File: config.mk
export PLATFORM = sky130hd
export DESIGN_NAME = reg_write_arbiter
export DESIGN_NICKNAME = d
export VERILOG_FILES = /design/src/rtl/reg_arb_pkg.sv /design/src/rtl/rr_pick.sv /design/src/rtl/reg_write_arbiter.sv
export SDC_FILE = /design/constraint.sdc
export NUM_CORES = 1
export LEC_CHECK = 0
export CORE_MARGIN = 3
export CORE_UTILIZATION = 36
export CTS_CLUSTER_DIAMETER = 60
export CTS_CLUSTER_SIZE = 28
export DETAILED_ROUTE_END_ITERATION = 10
export GPL_ROUTABILITY_DRIVEN = 0
export HOLD_SLACK_MARGIN = 0.15
export PLACE_DENSITY = 0.89
export SYNTH_ARGS = -nofsm -noshare
export SYNTH_HDL_FRONTEND = slang
export SYNTH_SLANG_ARGS = --single-unit
export TNS_END_PERCENT = 100
File: constraint.sdc
create_clock -name i_clk -period 2.78 [get_ports i_clk]
set_input_delay 0.278 -clock i_clk [delete_from_list [all_inputs] [get_ports i_clk]]
set_output_delay 0.278 -clock i_clk [all_outputs]
set_load 0.03 [all_outputs]
File: src/rtl/reg_arb_pkg.sv
// Shared types and helpers for the register-bank write arbiter.
// No logic; elaboration-time constants only.
// Imported by rr_pick and reg_write_arbiter.
package reg_arb_pkg;

   // Upper bound on requesters any arbiter built from rr_pick is sized for
   localparam int MAX_REQ = 8;

   typedef enum logic {
      ARB  = 1'b0,
      LOCK = 1'b1
   } arb_state_t;

   // Index width that never collapses to zero bits (a 1-entry space still needs a wire)
   function automatic int clog2_min1(input int n);
      int r;
      r = 1;
      while ((1 << r) < n) r++;
      return r;
   endfunction

endpackage

File: src/rtl/rr_pick.sv
// Round-robin picker: first set request at or after ptr, wrapping N-1 -> 0.
// Latency: purely combinational, zero cycles.
// Backpressure: none; the caller decides what to do with the pick.
module rr_pick
   import reg_arb_pkg::*;
#(
   parameter  int N     = 4,
   localparam int IDX_W = clog2_min1(N)
) (
   input  logic [N-1:0]     i_req,
   input  logic [IDX_W-1:0] i_ptr,
   output logic             o_vld,
   output logic [IDX_W-1:0] o_idx
);

   logic [IDX_W:0] cand;

   // Walk offsets from farthest to nearest so the nearest requester to ptr wins
   always_comb begin
      o_vld = 1'b0;
      o_idx = '0;
      cand  = '0;
      for (int i = N - 1; i >= 0; i--) begin
         cand = {1'b0, i_ptr} + (IDX_W + 1)'(i);
         if (cand >= (IDX_W + 1)'(N)) begin
            cand = cand - (IDX_W + 1)'(N);
         end
         if (i_req[cand[IDX_W-1:0]]) begin
            o_vld = 1'b1;
            o_idx = cand[IDX_W-1:0];
         end
      end
   end

endmodule

File: src/rtl/reg_write_arbiter.sv
// Round-robin arbiter giving NUM_REQ writers one register-bank write per cycle.
// Latency: req sampled at edge N -> ack/ld/data valid in cycle N+1; bank loads at N+2.
// Backpressure: requesters hold req until ack; bus lock via REG_ARB_LOCK_EN macro.
module reg_write_arbiter
   import reg_arb_pkg::*;
#(
   parameter  int NUM_REQ  = 4,
   parameter  int NUM_REGS = 4,
   parameter  int BITS     = 8,
   localparam int ADDR_W   = clog2_min1(NUM_REGS),
   localparam int IDX_W    = clog2_min1(NUM_REQ)
) (
   input  logic                      i_clk,
   input  logic                      i_rst,
   input  logic [NUM_REQ-1:0]        i_req,
   input  logic [NUM_REQ*ADDR_W-1:0] i_addr,
   input  logic [NUM_REQ*BITS-1:0]   i_wdata,
`ifdef REG_ARB_LOCK_EN
   input  logic [NUM_REQ-1:0]        i_lock,
`endif
   output logic [NUM_REQ-1:0]        o_ack,
   output logic [NUM_REGS-1:0]       o_ld,
   output logic [BITS-1:0]           o_data,
   output logic                      o_err,
   output logic                      o_busy
);

   arb_state_t          state_q;
   logic [IDX_W-1:0]    ptr_q;
   logic [NUM_REQ-1:0]  mask_q;
   logic [NUM_REQ-1:0]  lock_ok;
   logic [NUM_REQ-1:0]  elig;
   logic                pick_vld;
   logic [IDX_W-1:0]    pick_idx;
   logic [IDX_W-1:0]    ptr_inc;
   logic [ADDR_W-1:0]   sel_addr;
   logic [BITS-1:0]     sel_data;
   logic                addr_bad;
   logic [NUM_REQ-1:0]  gnt_oh;
   logic [NUM_REGS-1:0] ld_nxt;

`ifdef REG_ARB_LOCK_EN
   logic [IDX_W-1:0]    owner_q;

   // While locked only the owner is allowed to compete
   always_comb begin
      lock_ok = '0;
      for (int k = 0; k < NUM_REQ; k++) begin
         lock_ok[k] = (state_q == ARB) || (owner_q == IDX_W'(k));
      end
   end
`else
   assign lock_ok = {NUM_REQ{1'b1}};
`endif

   // A requester acked this cycle still shows its old req; hide it for one cycle
   assign elig = i_req & ~mask_q & lock_ok;

   rr_pick #(
      .N (NUM_REQ)
   ) u_pick (
      .i_req (elig),
      .i_ptr (ptr_q),
      .o_vld (pick_vld),
      .o_idx (pick_idx)
   );

   assign ptr_inc = (pick_idx == IDX_W'(NUM_REQ - 1)) ? '0 : pick_idx + IDX_W'(1);

   // Route the winner's address and data; build its one-hot grant
   always_comb begin
      sel_addr = '0;
      sel_data = '0;
      gnt_oh   = '0;
      for (int k = 0; k < NUM_REQ; k++) begin
         if (pick_idx == IDX_W'(k)) begin
            sel_addr  = i_addr[k*ADDR_W +: ADDR_W];
            sel_data  = i_wdata[k*BITS +: BITS];
            gnt_oh[k] = pick_vld;
         end
      end
   end

   // Addresses past the end of a non-power-of-2 bank are acked but never strobed
   assign addr_bad = ({1'b0, sel_addr} >= (ADDR_W + 1)'(NUM_REGS));

   // Decode the load strobe: at most one register per cycle
   always_comb begin
      ld_nxt = '0;
      for (int r = 0; r < NUM_REGS; r++) begin
         ld_nxt[r] = pick_vld && !addr_bad && (sel_addr == ADDR_W'(r));
      end
   end

   // Registered outputs, pointer, issue mask and lock FSM
   always_ff @(posedge i_clk) begin
      if (i_rst) begin
         state_q <= ARB;
         ptr_q   <= '0;
         mask_q  <= '0;
         o_ack   <= '0;
         o_ld    <= '0;
         o_data  <= '0;
         o_err   <= 1'b0;
         o_busy  <= 1'b0;
`ifdef REG_ARB_LOCK_EN
         owner_q <= '0;
`endif
      end else begin
         o_ack  <= gnt_oh;
         mask_q <= gnt_oh;
         o_ld   <= ld_nxt;
         o_data <= pick_vld ? sel_data : '0;
         o_err  <= pick_vld & addr_bad;
         // A grant this cycle keeps us busy; otherwise only a held lock does
         o_busy <= pick_vld | (state_q == LOCK);
         if (pick_vld) begin
            ptr_q <= ptr_inc;
`ifdef REG_ARB_LOCK_EN
            if (i_lock[pick_idx]) begin
               state_q <= LOCK;
               owner_q <= pick_idx;
            end else begin
               state_q <= ARB;
            end
`endif
         end
      end
   end

endmodule

==> impl_metrics.py <==
# Auto-generated metrics
metrics = {
    "synth": {
        "edf_count": 0,
        "top_cells_by_area": "dfxtp_1 37%, a21oi_1 6.3%, a211o_1 5.1%",
        "numSynthFlops": 19,
        "synthMuxAreaShare_pct": 1.93,
        "ys_seq_share_pct": 36.6,
        "synth_area_mm2": 0.00104,
        "async_flop_share_pct": 0,
        "yosysWarnings": 0,
        "simple_gate_share_pct": 19.5,
        "synth_cell_types": 35,
        "xor_area_share_pct": 0,
    },
    "final_timing": {
        "fin_crit_ps": 2390,
        "timing.final.crit_share_pct": 86.0,
        "finalMaxSlewViolations": 0,
    },
    "clock_network": {
        "clock_path_buffers": 2,
        "cts_sinks": 19,
    },
    "power": {
        "max-vdd-ir-drop_uv": 664,
        "p_leak_nw": 0.711,
    },
    "critical_path": {
        "critical_path.endpoint": "o_data[5]",
        "path_cells": "clkdlybuf4s50_1 > nor2b_1 > o221ai_1 > a22oi_1 > inv_1 > ha_1 > buf_4 > a221oi_1 > a211o_1 > a21oi_1",
        "worstRegToRegCells": 9,
        "crit_start": "i_req[3]",
        "worstPathMaxFanout": 14,
        "path_delay_family": "AND-OR/OR-AND gates",
        "worstPathRequired_ps": 2970,
        "cpPeakStageDelay_ps": 480,
        "worstSetupPathDepth": 10,
    },
    "cells_and_area": {
        "drive_above_1_share_pct": 10.4,
        "buf_share_pct": 38.3,
        "register_area_um2": 380,
        "antenna_cells": 0,
        "comb_share_pct": 33.2,
        "fin_nets": 234,
        "comb_cells": 81,
    },
    "flow_run": {
        "maxCapViolations": 0,
    },
    "min_path": {
        "hold_class": "in2reg",
        "hold_path_depth": 3,
    },
    "drt": {
        "top_layer": "met4",
        "route.met3.wl_um": 295,
    },
    "global_route": {
        "grt_pass1_wl_um": 4630,
    },
    "outcome": {
        "outcome": "finished clean",
    },
}
-- cells in the final DEF, fill, tap and decap left out, types with 2 or more instances in the layout --
master and instances:
a221oi_1 5, buf_4 5, clkbuf_4 3, nor2b_1 2, dfxtp_1 19, a22oi_1 3
inv_1 12, o221ai_1 2, a21oi_1 13, and2_1 3, ha_1 4, nand2_1 9
mux2i_1 2, nand2b_1 6, a211o_1 6, nor2_1 5, clkdlybuf4s50_1 62, o21ai_0 3
nor3b_2 2
-- report_power, final --
group | switching, mW | internal (mW) | leakage [nW] | total, mW
sequential | 0.0408 | 0.377 | 0.157 | 0.418
combinational | 0.572 | 0.492 | 0.537 | 1.06
clock | 0.0872 | 0.0536 | 0.0177 | 0.141
**Track usage over the die**

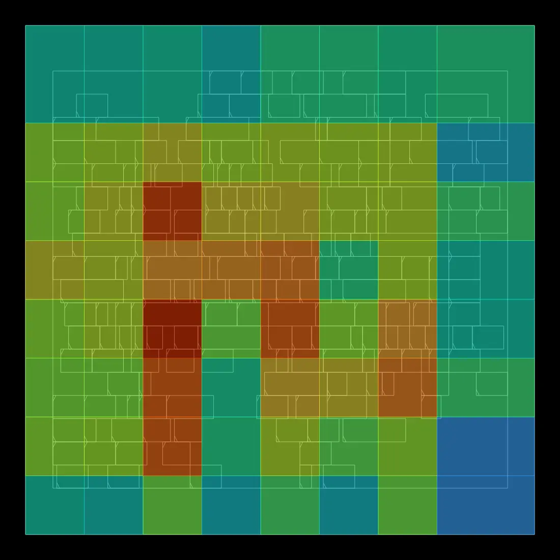
fin util: 65.8%
grt met1 use: 19.4%
Routed wire per std cell: 14.0 um

**Wiring by layer**

Only two layers are drawn.
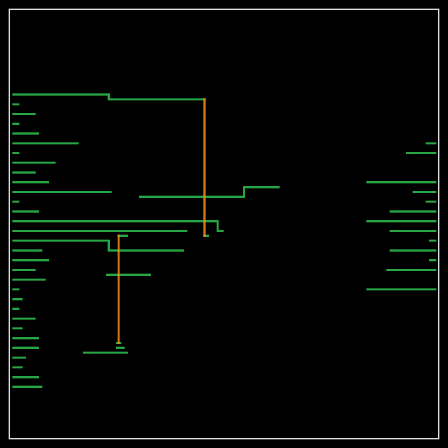
legend:
  M3:
    color: green
    wire_length: 295 um
  M4:
    color: orange
    wire_length: 34.0 um
final WL: 2980 um
via count: 1082
GR Util All Layers: 17.1%

**I/O pins on the die edge**

Pins as bars across the die edge, other pins in gray.
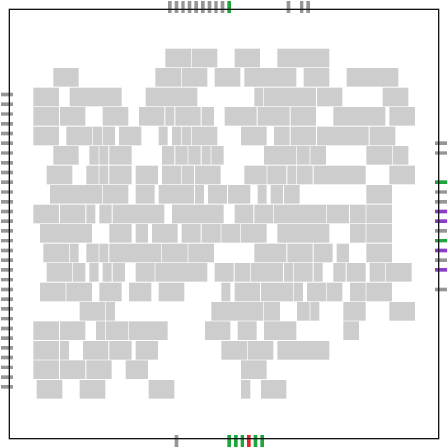
legend:
  `i_req`:
    color: purple
    pins: 4
    direction: input
    edge: right
  `i_addr`:
    color: green
    pins: 8
    direction: input
    edge: 5 bottom, 2 right, 1 top
  `o_err`:
    color: red
    pins: 1
    direction: output
    edge: bottom
all pins by edge: 31 left, 13 right, 13 top, 7 bottom
Die H: 59.7 um
PortBufs: 62

**Cell classes on the final placement**

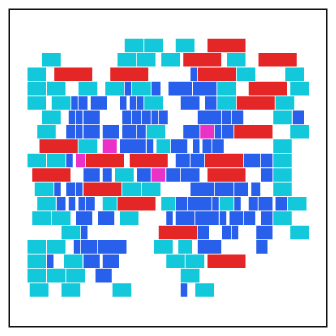
legend:
  registers:
    color: red
    cells: 19
    share_of_their_area: 23%
  clock drivers and dummy loads:
    color: magenta
    cells: 4
    share_of_their_area: 1.6%
  remaining logic cells:
    color: blue
    cells: 93
    share_of_their_area: 37%
  remaining buffers and delay cells:
    color: cyan
    cells: 67
    share_of_their_area: 39%
cell row count: 18
core area: 0.00261 mm2
Seq/total area: 22.1%
Design Area, Final: 0.00172 mm2

**Clock wires, drivers and flops**

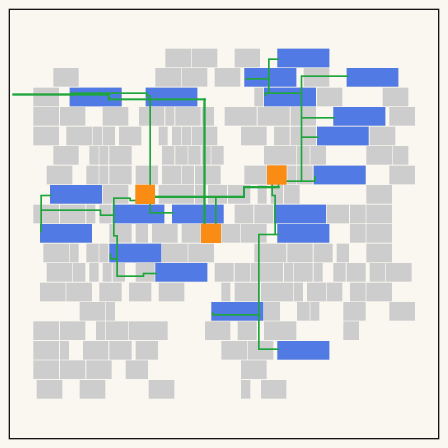
legend:
  clock-net drivers:
    color: orange
    count: 3
  flip-flops:
    color: blue
    count: 19
  clock wires:
    color: green
    length: 232 um
routed clock nets: 4
Final Skew: 6.77 ps
P_clk: 0.141 mW
share of total power in the clock network: 8.7%
clock insertion delay at the later pin of the skew report: 300 ps

Power is estimated from default activity; no workload was simulated.
